### config.mk
export PLATFORM = sky130hd
export DESIGN_NAME = uart_rx_os
export DESIGN_NICKNAME = d
export VERILOG_FILES = /design/src/rtl/uart_pkg.sv /design/src/rtl/uart_rx_sync.sv /design/src/rtl/uart_rx_os.sv
export SDC_FILE = /design/constraint.sdc
export NUM_CORES = 1
export LEC_CHECK = 0
export CAP_MARGIN = 20
export CORE_MARGIN = 2
export CORE_UTILIZATION = 56
export DETAILED_ROUTE_END_ITERATION = 10
export PLACE_DENSITY = 0.77
export REMOVE_ABC_BUFFERS = 1
export SETUP_SLACK_MARGIN = 0.05
export SLEW_MARGIN = 20
export SYNTH_ARGS = -nofsm -noshare
export SYNTH_HDL_FRONTEND = slang
export SYNTH_SLANG_ARGS = --single-unit
### constraint.sdc
create_clock -name clk_in -period 3.2 [get_ports clk_in]
set_clock_uncertainty 0.1 [all_clocks]
set_input_delay 0.96 -clock clk_in [delete_from_list [all_inputs] [get_ports clk_in]]
set_output_delay 0.96 -clock clk_in [all_outputs]
set_load 0.1 [all_outputs]
### src/rtl/uart_pkg.sv
// uart_pkg: shared UART receiver state encoding and frame constants.
package uart_pkg;
  typedef enum logic [2:0] {
    ST_IDLE,
    ST_START,
    ST_DATA,
    ST_PARITY,
    ST_STOP,
    ST_WAIT_HIGH
  } uart_rx_state_t;
  localparam int   UART_DATA_BITS = 8;
  localparam logic UART_START_BIT = 1'b0;
  localparam logic UART_STOP_BIT  = 1'b1;
endpackage

### src/rtl/uart_rx_sync.sv
// uart_rx_sync: 2-flop synchronizer for an asynchronous input, resets to 1 (idle-high line).
module uart_rx_sync (
  input  logic clk_in,
  input  logic rst,
  input  logic d_i,
  output logic q_o
);
  logic [1:0] ff_q;
  always_ff @(posedge clk_in) begin
    if (rst) ff_q <= 2'b11;
    else     ff_q <= {ff_q[0], d_i};
  end
  assign q_o = ff_q[1];
endmodule

### src/rtl/uart_rx_os.sv
// uart_rx_os: oversampling UART receiver, 8N1 or 8E1 when UART_RX_PARITY_EN is defined.
// Each bit is sampled once at its midpoint; done strobes for one clock per completed frame.
module uart_rx_os
  import uart_pkg::*;
#(
  parameter int CLKS_PER_BIT = 16
) (
  input  logic       clk_in,
  input  logic       rst,
  input  logic       en,
  input  logic       rx,
  output logic [7:0] dout,
  output logic       done,
  output logic       err,
  output logic       frame_err,
  output logic       busy
);
  localparam logic [15:0] LAST      = 16'(CLKS_PER_BIT - 1);
  localparam logic [15:0] HALF_LAST = 16'(CLKS_PER_BIT / 2 - 1);
  localparam logic [2:0]  LAST_BIT  = 3'(UART_DATA_BITS - 1);

  uart_rx_state_t state_q, state_d;
  logic [15:0] cnt_q, cnt_d;
  logic [2:0]  bit_q, bit_d;
  logic [7:0]  shift_q, shift_d;
  logic [7:0]  dout_q, dout_d;
  logic        done_q, done_d;
  logic        ferr_q, ferr_d;
  logic        rx_s, tick, stop_tick;

  uart_rx_sync u_sync (
    .clk_in (clk_in),
    .rst    (rst),
    .d_i    (rx),
    .q_o    (rx_s)
  );

  // START waits half a bit to land mid-start; every later bit waits a full bit.
  assign tick      = cnt_q == ((state_q == ST_START) ? HALF_LAST : LAST);
  assign stop_tick = en && state_q == ST_STOP && tick;

  always_ff @(posedge clk_in) begin
    if (rst) begin
      state_q <= ST_IDLE;
      cnt_q   <= '0;
      bit_q   <= '0;
      shift_q <= '0;
      dout_q  <= '0;
      done_q  <= 1'b0;
      ferr_q  <= 1'b0;
    end else begin
      state_q <= state_d;
      cnt_q   <= cnt_d;
      bit_q   <= bit_d;
      shift_q <= shift_d;
      dout_q  <= dout_d;
      done_q  <= done_d;
      ferr_q  <= ferr_d;
    end
  end

  always_comb begin
    state_d = state_q;
    case (state_q)
      ST_IDLE:      if (rx_s == UART_START_BIT) state_d = ST_START;
      ST_START:     if (tick) state_d = (rx_s == UART_START_BIT) ? ST_DATA : ST_IDLE;
`ifdef UART_RX_PARITY_EN
      ST_DATA:      if (tick && bit_q == LAST_BIT) state_d = ST_PARITY;
      ST_PARITY:    if (tick) state_d = ST_STOP;
`else
      ST_DATA:      if (tick && bit_q == LAST_BIT) state_d = ST_STOP;
`endif
      ST_STOP:      if (tick) state_d = (rx_s == UART_STOP_BIT) ? ST_IDLE : ST_WAIT_HIGH;
      ST_WAIT_HIGH: if (rx_s == UART_STOP_BIT) state_d = ST_IDLE;
      default:      state_d = ST_IDLE;
    endcase
    if (!en) state_d = ST_IDLE;
  end

  always_comb begin
    cnt_d   = (state_d != state_q || tick || state_q == ST_IDLE || state_q == ST_WAIT_HIGH)
              ? '0 : cnt_q + 16'd1;
    bit_d   = (state_q != ST_DATA) ? '0 : tick ? bit_q + 3'd1 : bit_q;
    shift_d = (state_q == ST_DATA && tick) ? {rx_s, shift_q[7:1]} : shift_q;
    dout_d  = stop_tick ? shift_q : dout_q;
    ferr_d  = stop_tick ? (rx_s != UART_STOP_BIT) : ferr_q;
    done_d  = stop_tick;
  end

`ifdef UART_RX_PARITY_EN
  logic perr_q, perr_d, err_q, err_d;
  always_ff @(posedge clk_in) begin
    if (rst) begin
      perr_q <= 1'b0;
      err_q  <= 1'b0;
    end else begin
      perr_q <= perr_d;
      err_q  <= err_d;
    end
  end
  always_comb begin
    perr_d = (en && state_q == ST_PARITY && tick) ? rx_s ^ (^shift_q) : perr_q;
    err_d  = stop_tick ? perr_q : err_q;
  end
  assign err = err_q;
`else
  assign err = 1'b0;
`endif

  always_comb begin
    dout      = dout_q;
    done      = done_q;
    frame_err = ferr_q;
    busy      = state_q != ST_IDLE;
  end
endmodule

### Logic cells by family, run 1

Drawn at 6 px/um.
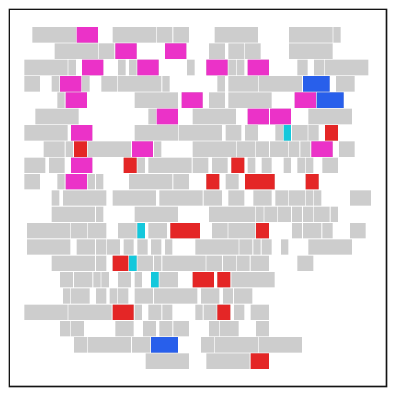
legend:
  red:
    family: and/or cells
    cells: 15
    most_used: or2_2
  magenta:
    family: mux cells
    cells: 19
    most_used: mux2i_1
  blue:
    family: fa/ha/maj cells
    cells: 3
    most_used: ha_1
  cyan:
    family: inv cells
    cells: 4
    most_used: inv_1

### Layout detail, run 1

Window x 16 to 46, y 16 to 46 um. Cells in gray, sequential cells in the stronger gray; small squares are vias.
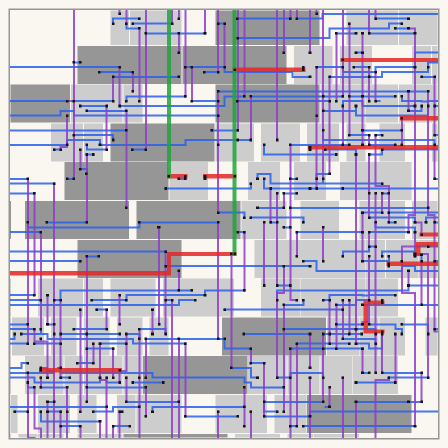
legend:
  purple:
    layer: M2
  green:
    layer: M4
  red:
    layer: M3
  blue:
    layer: M1
most frequent: dfxtp_1 (13), nor2_1 (10), mux2i_1 (4)
sequential cells in the window: 13
cells with their middle in the window: 74
netlist names of flops here include: cnt_q (5), shift_q (3), u_sync.ff_q (2)

### Wiring heat map, run 1

Drawn at 4 px/um. The die is cut into 13 by 13 equal tiles; dark purple is low, yellow is high, scaled to the fullest tile. Values are wire area over tile area, all layers added.
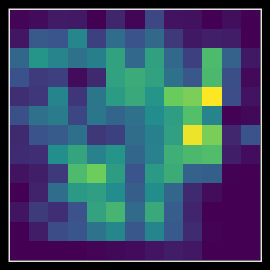
fullest tile: 0.52
densest ninth of the die: middle
emptiest ninth of the die: bottom right
nearly empty tiles: 16%

==> impl_metrics.json, run 1 <==
{
  "final-hold-violation-count": 0,
  "cp-startpoint": "cnt_q[0]",
  "max_freq_mhz": 345,
  "core-area_um2": 3310,
  "async_reset_ff_share_pct": 0,
  "startpoint_type": "flip-flop",
  "synth-adder-area-share_pct": 1.95,
  "timing.critical_path.mode_cell": "or4b_4",
  "antenna_found_initial": 0,
  "worst_pin_slew_ns": 0.596,
  "antenna_left": 0,
  "synth_top_cell_by_area": "dfxtp_1",
  "synth-cells-yosys": 207,
  "rsz0062_at_grt": "false",
  "cts_tree": "yes",
  "die-area_um2": 3920,
  "grtUsageMet3_pct": 5.41,
  "power.internal_mw": 0.640,
  "pg_seq_mw": 0.526,
  "synth_area_um2": 1920,
  "cts_root_buf": "clkbuf_4",
  "drv_slew": 0,
  "dpl_cell_area_um2": 2070,
  "powerClk_mw": 0.266,
  "ir_drop_mv": 0.277,
  "hold_buffers": 0,
  "r2r_start": "cnt_q[0]",
  "m1WireLength_um": 1700,
  "power_frac_comb_pct": 3.3,
  "synthTopCellsByArea": "dfxtp_1, mux2i_1, nor2_1",
  "finalWirelength_um": 3580,
  "die_width_um": 62.6,
  "slowest_delay_ns": 0.53,
  "syn_to_final_growth_pct": 10.5,
  "power.density_nw_per_um2": 385,
  "cts_buffers": 5,
  "yosys_warnings": 0,
  "ys_ff": 42,
  "antenna_cells": 0,
  "synth-edff-count": 0,
  "synthCells": 207,
  "hold_class": "reg -> reg",
  "use_met2_pct": 32.8,
  "status": "completed",
  "p_leak_nw": 0.788,
  "drc": 0,
  "synth_top_area_share_pct": 43.7,
  "finalSetupViolCount": 0,
  "cts_resized": 0,
  "syn_avg_cell_area_um2": 9.30,
  "dr_wl_met2_um": 1690,
  "tool_warnings": 25,
  "compound_area_share_pct": 5.01,
  "simple_gate_area_share_pct": 27.8,
  "top_layer": "met4",
  "r2r_setup_slack_ns": 0.30,
  "fp_util_pct": 58.1,
  "mux_area_share_pct": 9.88,
  "clockBufferDepth": 2,
  "fin_area_um2": 2130,
  "path_cells": "ha_1 > or4b_4 > or4b_4 > o31a_1 > o211ai_4 > nor2_1",
  "netSwitchingPower_mw": 0.180,
  "via_count": 1472,
  "maxCapViolCount": 0,
  "grt-ovfl-total": 0,
  "yosys_area_um2": 1920,
  "swShare_pct": 22.0,
  "hold_start": "u_sync.ff_q[0]",
  "nets": 228,
  "top_power_group": "registers",
  "fp-row-count": 21,
  "worstSetupPathType": "reg -> reg",
  "ff2ff_path_depth": 6,
  "place_ws_ns": 0.221,
  "min_period_ns": 2.90,
  "min_to": "u_sync.ff_q[1]",
  "pwr-share-clk_pct": 32.5,
  "timing.final.crit_share_pct": 90.7
}
run 1: sequential cells by signal, summed over array words and instances (netlist names):
register     cells
bit_q            3
cnt_q           16
done             1
dout             8
frame_err        1
shift_q          8
state_q          3
u_sync.ff_q      2
run 1: cell type report:
cell class                      instances  area, um^2
Fill cell                             290        1180
Multi-Input combinational cell        149        1000
Sequential cell                        42         841
Timing Repair Buffer                   19         150
Tap cell                               46        57.6
Clock buffer                            7        55.1
Inverter                                4        15.0
Clock inverter                          1        5.00
run 1: worst max path at each step:
stage / endpoint / slack [ns]
after floorplan: cnt_q[10] / 0.48
after global placement: cnt_q[3] / 0.29
after detailed placement: cnt_q[14] / 0.22
after CTS: cnt_q[11] / 0.28
after global routing: cnt_q[11] / 0.16
final: cnt_q[11] / 0.30
run 1: cell usage after synthesis, types with 2 or more instances:
cell       number
a2111oi_0       2
a21oi_1         3
and2_1          2
and3_1          2
buf_4           2
clkbuf_1        8
dfxtp_1        42
ha_1            3
inv_1           4
mux2i_1        19
nand2_1         8
nand2b_1        3
nand3_1        10
nand4_1         3
nor2_1         31
nor2_2         10
nor3_1          8
nor3b_1         3
nor4_1          3
nor4b_1         2
or2_2           3
or3_1           2
or4b_4          2
xnor2_1         8
xor2_1          8
run 1: layout by cell type (no fill, tap or decap), types with 2 or more instances in the layout:
cell type and instances:
xor2_1 8, ha_1 3, dfxtp_1 42, nor4_1 3, nor2_1 31, a21oi_1 3, xnor2_1 8, and2_1 2
or3_1 2, and3_1 2, nand3_1 10, nor4b_1 2, nor2_2 10, buf_4 16, nor3_1 8, nand2b_1 3
or4b_4 2, nand2_1 8, mux2i_1 19, or2_2 3, clkbuf_4 5, inv_1 4, nor3b_1 3, nand4_1 3
a2111oi_0 2, clkdlybuf4s50_1 3
## Run 2: what changed since run 1
CORE_UTILIZATION = 57   (was 56)
PLACE_DENSITY = 0.78   (was 0.77)
SYNTH_HIERARCHICAL = 1   (was unset)
### Layout detail, run 2

Window x 17 to 47, y 17 to 47 um. Cells in gray, sequential cells in the stronger gray; small squares are vias.
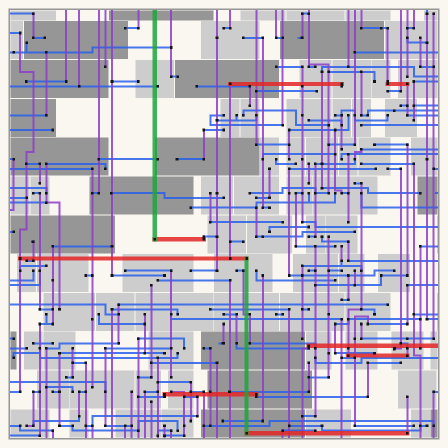
legend:
  purple:
    layer: M2
  green:
    layer: M4
  blue:
    layer: M1
  red:
    layer: M3
most frequent: dfxtp_1 (11), nor2_1 (9), xnor2_1 (6)
sequential cells in the window: 11
cells with their middle in the window: 68
netlist names of flops here include: cnt_q (7), shift_q (4)

==> impl_metrics.json, run 2 <==
{
  "tool_warnings": 25,
  "place_ws_ns": 0.101,
  "ir_drop_mv": 0.370,
  "drc": 0,
  "synth_top_area_share_pct": 41.7,
  "die-area_um2": 4030,
  "yosys_warnings": 6,
  "hold_buffers": 0,
  "worst_slack_ns": 0.475,
  "die_width_um": 63.5,
  "maxCapViolCount": 0,
  "nets": 225,
  "final-hold-violation-count": 0,
  "core-area_um2": 3360,
  "yosys_area_um2": 2020,
  "synth-cells-yosys": 207,
  "worstSetupPathType": "in -> reg",
  "netSwitchingPower_mw": 0.207,
  "synth_area_um2": 2020,
  "synthCells": 207,
  "antenna_found_initial": 0,
  "r2r_setup_slack_ns": 0.93,
  "cts_resized": 0,
  "endpoint": "cnt_q[0]",
  "worst_pin_slew_ns": 0.529,
  "synthTopCellsByArea": "dfxtp_1, mux2i_1, nor2_1",
  "ys_ff": 42,
  "largest_reg_flops": 16,
  "status": "completed",
  "via_count": 1449,
  "cts_buffers": 5,
  "syn_avg_cell_area_um2": 9.75,
  "antenna_cells": 0,
  "top_register": "cnt_q",
  "synth-edff-count": 0,
  "p_leak_nw": 0.777,
  "yosysMostFrequentCell": "dfxtp_1",
  "hold_start": "u_sync/ff_q[0]",
  "startpoint_type": "input pin",
  "timing.final.crit_share_pct": 85.2,
  "power.internal_mw": 0.622,
  "rsz0062_at_grt": "false",
  "syn_to_final_growth_pct": 7.94,
  "drv_slew": 0,
  "pwr-share-clk_pct": 33.3,
  "power.density_nw_per_um2": 381,
  "layout_top_cells": "dfxtp_1, nor2_1, mux2i_1, buf_4, xnor2_1",
  "synthTopCellsByCount": "dfxtp_1, nor2_1, mux2i_1",
  "min_period_ns": 2.72,
  "dpl_cell_area_um2": 2120,
  "path_cells": "clkdlybuf4s50_1 > nor4b_1 > a22oi_1 > o22ai_1 > or4b_4 > nor3_1",
  "antenna_left": 0,
  "fin_area_um2": 2180,
  "max_freq_mhz": 367,
  "cts_tree": "yes",
  "async_reset_ff_share_pct": 0,
  "cts_root_buf": "clkbuf_4",
  "r2r_start": "cnt_q[0]"
}
## run 2: cell count changes after synthesis, sizes merged, moves of 3 or more
| cell | delta |
|---|---|
| nand3 | -8 |
| buf | +7 |
| clkbuf | -6 |
| nand4 | +5 |
| nor2b | +3 |
| nor3 | -3 |
| xnor2 | +3 |
## run 2: logic make-up (layout without fill, tap and decap cells)
group,after synthesis,count (layout),synth area share [%]
multiplexers,18,18,8.93
adder cells (fa/ha/maj),3,3,1.86
AND/OR/NAND/NOR,95,95,29.6
other,1,1,0.186
AND-OR/OR-AND,13,13,4.28
XOR/XNOR,19,19,8.25
buffers and inverters,16,28,5.27
flip-flops,42,42,41.7
## run 2: per-layer routing
metal,routed length [um],global-route usage [%],vias up
met3,140,5.89,4
met4,34,5.71,0
met2,1650,28.7,32
met1,1570,24.5,682
met5,0,0,-
li1,-,-,731
## run 2: worst min path at each step
stage                endpoint  slack (ns)  cells past startpoint
2_1_floorplan  u_sync/ff_q[1]        0.28                      1
3_3_place_gp   u_sync/ff_q[1]        0.29                      1
3_5_place_dp   u_sync/ff_q[1]        0.29                      1
4_1_cts        u_sync/ff_q[1]        0.32                      1
5_1_grt        u_sync/ff_q[1]        0.34                      1
6_report       u_sync/ff_q[1]        0.32                      1
## run 2: power by group through the flow
stage	Combinational (mW)	Clock [mW]	Sequential, mW
2_1_floorplan	0.0145	0	0.538
3_3_place_gp	0.0251	0	0.539
3_5_place_dp	0.0257	0	0.539
4_1_cts	0.0257	0.288	0.527
5_1_grt	0.0277	0.307	0.528
6_report	0.0256	0.276	0.527
## run 2: area by class of cell
type	count	area (um^2)
Clock inverter	3	25.0
Fill cell	303	1180
Timing Repair Buffer	17	135
Clock buffer	5	37.5
Multi-Input combinational cell	149	1070
Sequential cell	42	841
Inverter	3	11.3
Tap cell	46	57.6
Power and IR drop assume default switching activity.
